pins.png
Pins as bars across the die edge, other pins in grey.
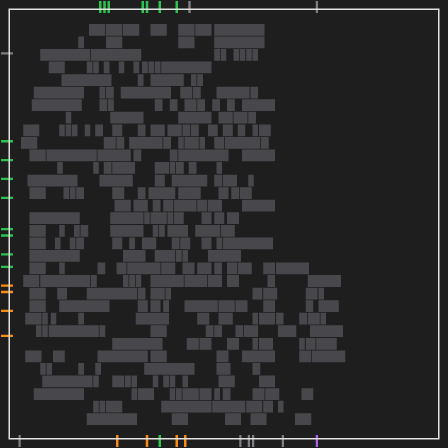
drive_strength.png
Bar = 20 um.
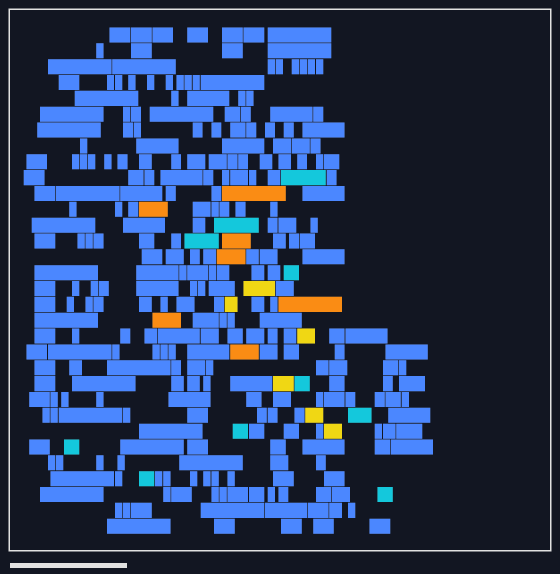
final_clocks.png
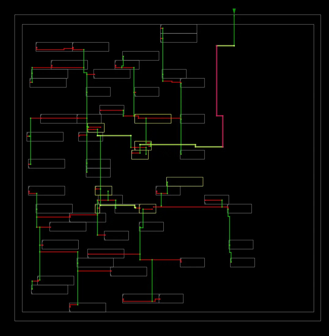
**src/rtl/uart_pkg.sv**
```systemverilog
// Shared UART definitions used by the TX and RX controllers.
//   uart_state_e  : 3-bit frame state encoding (IDLE/START/DATA/PARITY/STOP)
//   UART_IDLE_LVL : logic level of the idle serial line
//   UART_DATAW    : default data bits per frame
//   UART_DIVW     : default baud divisor width
package uart_pkg;

  typedef enum logic [2:0] {
    ST_IDLE   = 3'd0,
    ST_START  = 3'd1,
    ST_DATA   = 3'd2,
    ST_PARITY = 3'd3,
    ST_STOP   = 3'd4
  } uart_state_e;

  localparam logic UART_IDLE_LVL = 1'b1;
  localparam int   UART_DATAW    = 8;
  localparam int   UART_DIVW     = 16;

endpackage

```
**src/rtl/uart_baud_cnt.sv**
```systemverilog
// Baud period counter shared by the UART TX and RX controllers.
// A load reloads the counter with div; it then counts down to zero and
// holds there. tick is high while the count is zero, so a period started
// by a load lasts div+1 cycles, the last of which has tick=1.
// Ports:
//   clk_i  in  1     system clock
//   rst_ni in  1     synchronous reset, active-low (count -> 0)
//   load   in  1     reload the counter from div
//   div    in  DIVW  period length minus one
//   tick   out 1     terminal count reached
module uart_baud_cnt #(
  parameter int DIVW = 16
) (
  input  logic            clk_i,
  input  logic            rst_ni,
  input  logic            load,
  input  logic [DIVW-1:0] div,
  output logic            tick
);

  logic [DIVW-1:0] cnt_q;

  always_ff @(posedge clk_i) begin
    if (!rst_ni) begin
      cnt_q <= '0;
    end else if (load) begin
      cnt_q <= div;
    end else if (cnt_q != '0) begin
      cnt_q <= cnt_q - 1'b1;
    end
  end

  assign tick = (cnt_q == '0);

endmodule

```
**src/rtl/uart_tx_sched.sv**
```systemverilog
// UART transmit scheduler: pops one byte per frame from the TX FIFO and
// serialises it as an 8N1 frame (start, DATAW bits LSB first, stop).
// Optional macro UART_TX_PARITY_EN inserts a parity bit after the data
// bits (parity = ^data ^ par_odd_i, fixed at frame start).
// Ports:
//   clk_i        in  1      system clock
//   rst_ni       in  1      synchronous reset, active-low
//   en_i         in  1      transmitter enable, gates frame start only
//   div_i        in  DIVW   bit period = div_i+1 cycles, latched per frame
//   par_odd_i    in  1      1=odd, 0=even parity (parity build only)
//   fifo_empty_i in  1      TX FIFO empty flag
//   fifo_dat_i   in  DATAW  TX FIFO head entry
//   fifo_re_o    out 1      FIFO pop strobe (combinational)
//   tx_o         out 1      serial line, idle high
//   busy_o       out 1      frame in progress
//   done_o       out 1      pulse on the final cycle of STOP
module uart_tx_sched
  import uart_pkg::*;
#(
  parameter int DATAW = UART_DATAW,
  parameter int DIVW  = UART_DIVW
) (
  input  logic             clk_i,
  input  logic             rst_ni,
  input  logic             en_i,
  input  logic [DIVW-1:0]  div_i,
  input  logic             par_odd_i,
  input  logic             fifo_empty_i,
  input  logic [DATAW-1:0] fifo_dat_i,
  output logic             fifo_re_o,
  output logic             tx_o,
  output logic             busy_o,
  output logic             done_o
);

  localparam int BITW = (DATAW > 1) ? $clog2(DATAW) : 1;
  localparam logic [BITW-1:0] LAST_BIT = BITW'(DATAW - 1);

  uart_state_e      state_q, state_d;
  logic [BITW-1:0]  bit_q, bit_d;
  logic             tx_q, tx_d;
  logic [DATAW-1:0] shreg_q;
  logic [DIVW-1:0]  div_q;
  logic [DIVW-1:0]  baud_div;
  logic             baud_load;
  logic             baud_tick;
  logic             shift_en;

`ifdef UART_TX_PARITY_EN
  logic par_q;

  function automatic logic calc_parity(input logic [DATAW-1:0] data,
                                       input logic             odd);
    return (^data) ^ odd;
  endfunction
`else
  logic unused_par_odd;
  assign unused_par_odd = par_odd_i;
`endif

  assign fifo_re_o = (state_q == ST_IDLE) & en_i & ~fifo_empty_i & rst_ni;

  // The START period is loaded while the divisor register is still being
  // written, so it takes div_i directly; every later period uses the copy.
  assign baud_div = (state_q == ST_IDLE) ? div_i : div_q;

  uart_baud_cnt #(
    .DIVW (DIVW)
  ) u_baud (
    .clk_i  (clk_i),
    .rst_ni (rst_ni),
    .load   (baud_load),
    .div    (baud_div),
    .tick   (baud_tick)
  );

  always_comb begin
    state_d   = state_q;
    bit_d     = bit_q;
    tx_d      = tx_q;
    baud_load = 1'b0;
    shift_en  = 1'b0;
    case (state_q)
      ST_IDLE: begin
        tx_d = UART_IDLE_LVL;
        if (fifo_re_o) begin
          state_d   = ST_START;
          tx_d      = 1'b0;
          baud_load = 1'b1;
        end
      end
      ST_START: begin
        if (baud_tick) begin
          state_d   = ST_DATA;
          bit_d     = '0;
          tx_d      = shreg_q[0];
          baud_load = 1'b1;
        end
      end
      ST_DATA: begin
        if (baud_tick) begin
          baud_load = 1'b1;
          if (bit_q == LAST_BIT) begin
`ifdef UART_TX_PARITY_EN
            state_d = ST_PARITY;
            tx_d    = par_q;
`else
            state_d = ST_STOP;
            tx_d    = UART_IDLE_LVL;
`endif
          end else begin
            bit_d    = bit_q + 1'b1;
            shift_en = 1'b1;
            // Next bit is the one that moves into position 0 this edge.
            tx_d     = shreg_q[1];
          end
        end
      end
      ST_PARITY: begin
`ifdef UART_TX_PARITY_EN
        if (baud_tick) begin
          state_d   = ST_STOP;
          tx_d      = UART_IDLE_LVL;
          baud_load = 1'b1;
        end
`else
        state_d = ST_IDLE;
        tx_d    = UART_IDLE_LVL;
`endif
      end
      ST_STOP: begin
        if (baud_tick) begin
          state_d = ST_IDLE;
          tx_d    = UART_IDLE_LVL;
        end
      end
      default: begin
        state_d = ST_IDLE;
        tx_d    = UART_IDLE_LVL;
      end
    endcase
  end

  // Control registers
  always_ff @(posedge clk_i) begin
    if (!rst_ni) begin
      state_q <= ST_IDLE;
      bit_q   <= '0;
      tx_q    <= UART_IDLE_LVL;
    end else begin
      state_q <= state_d;
      bit_q   <= bit_d;
      tx_q    <= tx_d;
    end
  end

  // Frame data registers, written only on a pop or a bit advance
  always_ff @(posedge clk_i) begin
    if (fifo_re_o) begin
      shreg_q <= fifo_dat_i;
      div_q   <= div_i;
    end else if (shift_en) begin
      shreg_q <= shreg_q >> 1;
    end
  end

`ifdef UART_TX_PARITY_EN
  always_ff @(posedge clk_i) begin
    if (fifo_re_o) begin
      par_q <= calc_parity(fifo_dat_i, par_odd_i);
    end
  end
`endif

  assign tx_o   = tx_q;
  assign busy_o = (state_q != ST_IDLE);
  assign done_o = (state_q == ST_STOP) & baud_tick;

endmodule

```
**config.mk**
```make
export PLATFORM = sky130hd
export DESIGN_NAME = uart_tx_sched
export DESIGN_NICKNAME = d
export VERILOG_FILES = /design/src/rtl/uart_pkg.sv /design/src/rtl/uart_baud_cnt.sv /design/src/rtl/uart_tx_sched.sv
export SDC_FILE = /design/constraint.sdc
export NUM_CORES = 1
export LEC_CHECK = 0
export ABC_CLOCK_PERIOD_IN_PS = 4200
export CORE_MARGIN = 2
export CORE_UTILIZATION = 31
export DETAILED_ROUTE_END_ITERATION = 7
export SKIP_CTS_REPAIR_TIMING = 1
export SLEW_MARGIN = 40
export SYNTH_ARGS = -nofsm -noshare
export SYNTH_HDL_FRONTEND = slang
export SYNTH_SLANG_ARGS = --single-unit
```
**constraint.sdc**
```tcl
create_clock -name clk_i -period 4.2 [get_ports clk_i]
set_input_delay 0.84 -clock clk_i [delete_from_list [all_inputs] [get_ports clk_i]]
set_output_delay 0.84 -clock clk_i [all_outputs]
set_load 0.01 [all_outputs]
```
==> Slide: Implementation Results <==
Physical Implementation Snapshot

Outcome
  • Outcome: finished, final reports clean

Global route
  • Gr ovfl total: 0
  • Initial antenna violation count: 0
  • Busiest layer in global routing: met2
  • GR met2 Demand/Resource: a little over a fifth
  • Vias in the first global route: about 1,900

Floorplan
  • Die height: between 90 and 100 um

Route
  • Vias after detailed routing: between 1,500 and 2,000
  • Antenna Nets Post-Route: 0

CTS
  • Deepest clock path buffer count: 2
  • H-Tree Depth: 2

Final layout
  • Clock buf/inv share: under 10%
  • Non-clock inverter count: 4
  • Fin area: 0.00299 mm2
  • Top cell excl fill/tap: nand2_1
  • Combinational gates: about 200

STA
  • Final Hold Viols: 0
  • Final min period: roughly 3.3 ns
  • RSZ-0062 raised after global routing: false
  • Fmax: 302 MHz
  • Max-slew violations: 0

Yosys
  • Synth Instances: approximately 270
  • Mux area share: ~1.6%
  • Top-area cell share: between 20 and 30%

Power
  • Biggest consumer: sequential cells
  • PwrDens: 541 mW/mm2
  • IR drop worst, VDD: ~0.00023 V
  • Seq pwr: between 0.0006 and 0.0007 W

Place
  • Placed cell count: slightly below 400

Critical path
  • Startpoint type of the worst setup path: input port
  • Crit path top cell by count: clkdlybuf4s50_1
  • RR Endpoint: u_baud.cnt_q[14]

Min path
  • Hold depth: 2
Notes on pins.png above:
Purple stands for `rst_ni`, pins 1, direction input, edge bottom. Orange stands for `fifo_dat_i`, pins 8, direction input, edge 4 bottom, 4 left. Green stands for `div_i`, pins 16, direction input, edge 8 left, 7 top, 1 bottom.

Notes on drive_strength.png above:
Blue stands for drive 1 or less, cells 272, share 92%. Orange stands for drive 6 and up, cells 7, share 2.4%. Yellow stands for drive 2, cells 6, share 2.0%. Cyan stands for drive 3 to 4, cells 10, share 3.4%.
Layout area overhead: 22.5%
Signal buffers: 37

Notes on final_clocks.png above:
Clk Latency, worst-skew pair: 0.29 ns
clk_skew: 0.00428 ns
Power Clock: 0.000392 W
CTS sink cnt: 47

Power is estimated from default activity; no workload was simulated.
